==> config.mk <==
export PLATFORM = sky130hd
export DESIGN_NAME = cmul_sequencer_flat
export DESIGN_NICKNAME = d
export VERILOG_FILES = /design/src/rtl/cmul_sequencer_if.sv /design/src/rtl/cmul_sequencer.sv /design/src/flat_wrapper.sv
export SDC_FILE = /design/constraint.sdc
export NUM_CORES = 1
export LEC_CHECK = 0
export ABC_AREA = 0
export ABC_CLOCK_PERIOD_IN_PS = 10700
export CAP_MARGIN = 20
export CORE_MARGIN = 8
export CORE_UTILIZATION = 60
export CTS_CLUSTER_SIZE = 24
export DETAILED_ROUTE_END_ITERATION = 7
export PLACE_DENSITY_LB_ADDON = 0.1
export SLEW_MARGIN = 40
export SYNTH_ARGS = -nofsm -noshare
export SYNTH_HDL_FRONTEND = slang
export SYNTH_SLANG_ARGS = --single-unit
==> constraint.sdc <==
create_clock -name clk -period 10.7 [get_ports clk]
set_clock_uncertainty 0.15 [all_clocks]
set_input_delay 1.07 -clock clk [delete_from_list [all_inputs] [get_ports clk]]
set_output_delay 1.07 -clock clk [all_outputs]
set_load 0.01 [all_outputs]
Run 1, routed clock nets over the placement:
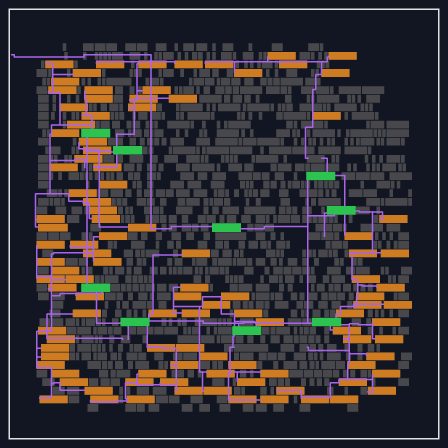
- flip-flops: orange (count 106)
- clock-net drivers: green (count 9)
- clock wires: purple (length 1410 um)
- flops lie: widely spread
Latency at later pin: 0.36 ns

Run 1, cell placement:
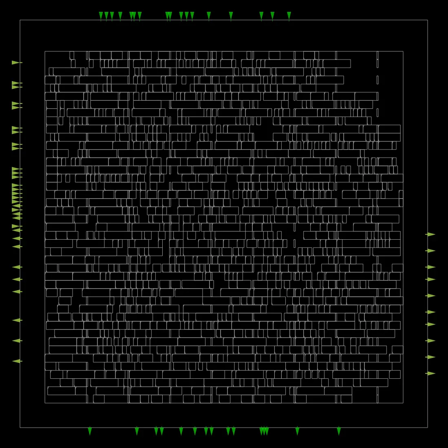
Finished Core Util: 70.3%
Core Rows: 43
core footprint: 13900 sq um
Non-Filler Instances: 1239

Run 1, placed cells, one colour a class:
The bar under the picture is 50 um long.
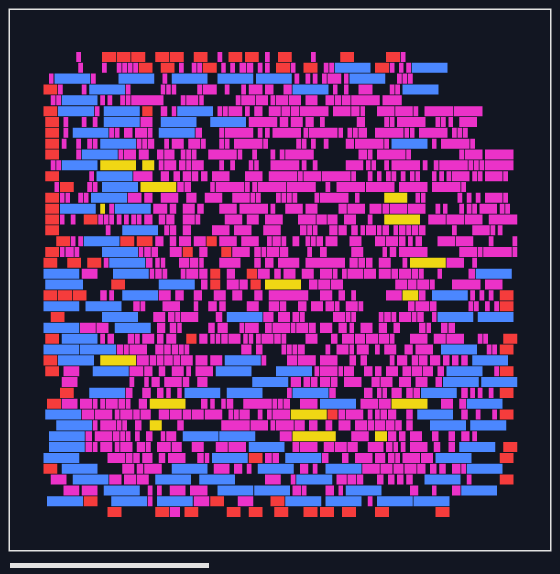
- clock drivers and dummy loads: yellow (cells 16; share of their area 3.3%)
- registers: blue (cells 106; share of their area 28%)
- remaining buffers and delay cells: red (cells 83; share of their area 8.4%)
- remaining logic cells: magenta (cells 854; share of their area 61%)
final instance area: 9790 sq um
flop share of the area: 27.1%

==> flow_metrics.tcl, run 1 <==
# metrics dict for downstream scripts
set metrics [dict create \
    status "finished, final reports clean" \
    grt_overflow_total 0 \
    ys_warn_count 0 \
    grt_pass1_wl_um 34300 \
    endpoint_kind "register" \
    cpLargestDelayFamily "adder cells" \
    reg2reg_depth 32 \
    finalHoldViolCount 0 \
    cp.required_ns 10.80 \
    clock-root-buffer "clkbuf_16" \
    seq_cell_count 106 \
    grtUsageMet1_pct 33.7 \
    max_slew_margin_pct 51.1 \
    hp-class "reg -> reg" \
    wl_um 20000 \
    antenna_found_initial 0 \
    wl_met2_um 8690 \
    cts_resized 0 \
    critPathArrivalTime_ns 9.93 \
    finalCritPeriodShare_pct 91.9 \
    grt_pass1_vias 7002 \
    dp_slack_ns 1.08 \
    port_buffers 72 \
    postRouteAntennaNets 0 \
    syn_to_final_growth_pct 14.2 \
    drcViolationCount 0 \
    path_buffers 4 \
    inv_count 72 \
    die_w_um 136 \
    cts_made_buffers 9 \
    cpMaxStageDelayCell "dfrtp_1" \
    placed_cell_area_sq_um 9470 \
    fp-utilization_pct 61.5 \
    synth_cell_type_count 67 \
    drtIter0Drc 477 \
    top_area_share_pct 30.6 \
]
--- run 2 (diff from run 1) ---
CORE_MARGIN = 2   (was 8)
RECOVER_POWER = 100   (was default)
Run 2, placed cells, one colour a class:
The bar under the picture is 20 um long.
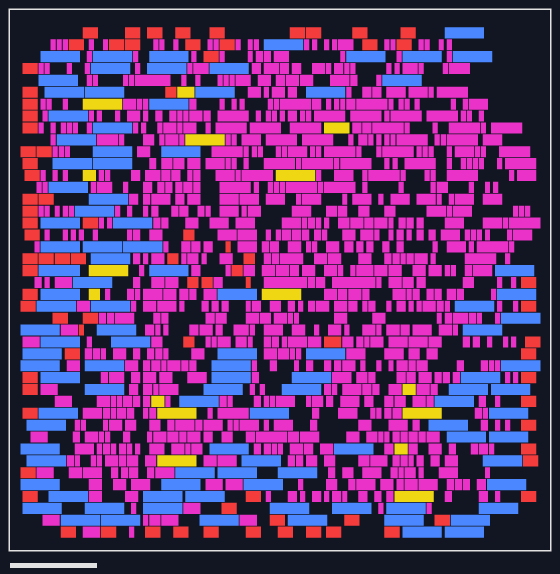
- remaining buffers and delay cells: red (cells 84; share of their area 8.4%)
- registers: blue (cells 106; share of their area 28%)
- clock drivers and dummy loads: yellow (cells 16; share of their area 3.1%)
- remaining logic cells: magenta (cells 854; share of their area 61%)
flop share of the area: 27.3%
final instance area: 9740 sq um

Run 2, routed clock nets over the placement:
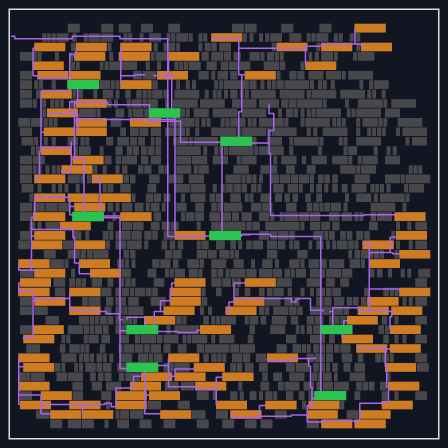
- flip-flops: orange (count 106)
- clock-net drivers: green (count 9)
- clock wires: purple (length 1390 um)
- flops lie: widely spread
- routed clock nets: 10
Latency at later pin: 0.37 ns

Run 2, metal layers overlaid:
The bar under the picture is 20 um long. Two of the layers only.
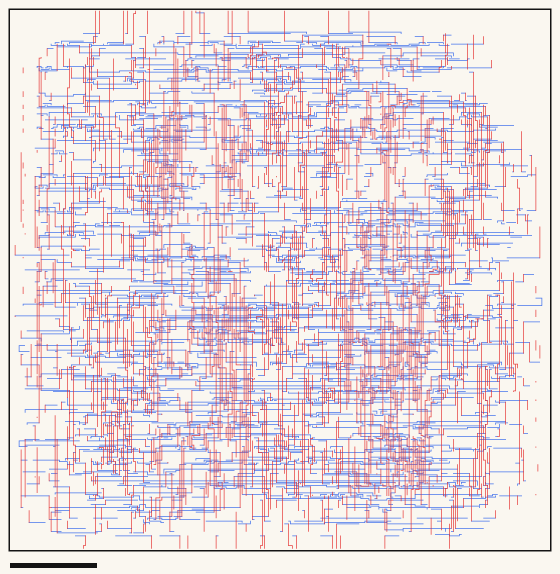
- M1: blue (wire length 9780 um)
- M2: red (wire length 8320 um)
all-layer global routing usage: 27.5%
Vias: 7107
Total Wirelength: 19400 um

==> flow_metrics.tcl, run 2 <==
# metrics dict for downstream scripts
set metrics [dict create \
    cts_resized 0 \
    port_buffers 72 \
    whs_ns 0.321 \
    finalHoldViolCount 0 \
    inv_count 72 \
    hp-class "reg -> reg" \
    num_io_pins 73 \
    post_drt_wl_per_cell_um 15.7 \
    postRouteAntennaNets 0 \
    violations "max-capacitance violations, max-slew violations" \
    finalCritPeriodShare_pct 90.7 \
    mux_share_pct 3.47 \
    grt_pass1_vias 6575 \
    max-cap-violations 1 \
    slew_violations 78 \
    fin_cells 1240 \
    endpoint_kind "register" \
    top_area_share_pct 30.6 \
    grt_overflow_total 0 \
    synth_cell_type_count 67 \
    critPathArrivalTime_ns 9.76 \
    ys_warn_count 0 \
    cpLargestDelayFamily "adder cells" \
    cp.required_ns 10.75 \
    fmax_ghz 0.103 \
    ys_top_cells_by_count "173 x nand2_1, 107 x nor2_1, 105 x dfrtp_1" \
    worst_slack_ns 0.993 \
    topCellsByArea "dfrtp_1 31%, ha_1 10%, fa_1 8.9%" \
    synth_cells 996 \
    grt_pass1_wl_um 32700 \
    clock-root-buffer "clkbuf_16" \
    fp-utilization_pct 61.5 \
    core_sq_um 13900 \
    cts_made_buffers 9 \
    grtUsageMet1_pct 42.9 \
    drtIter0Drc 561 \
    fin_util_pct 69.9 \
    wl_met2_um 8320 \
    status "finished, violations left" \
    antenna_found_initial 0 \
    path_buffers 3 \
    syn_to_final_growth_pct 13.5 \
    cpMaxStageDelayCell "dfrtp_1" \
]
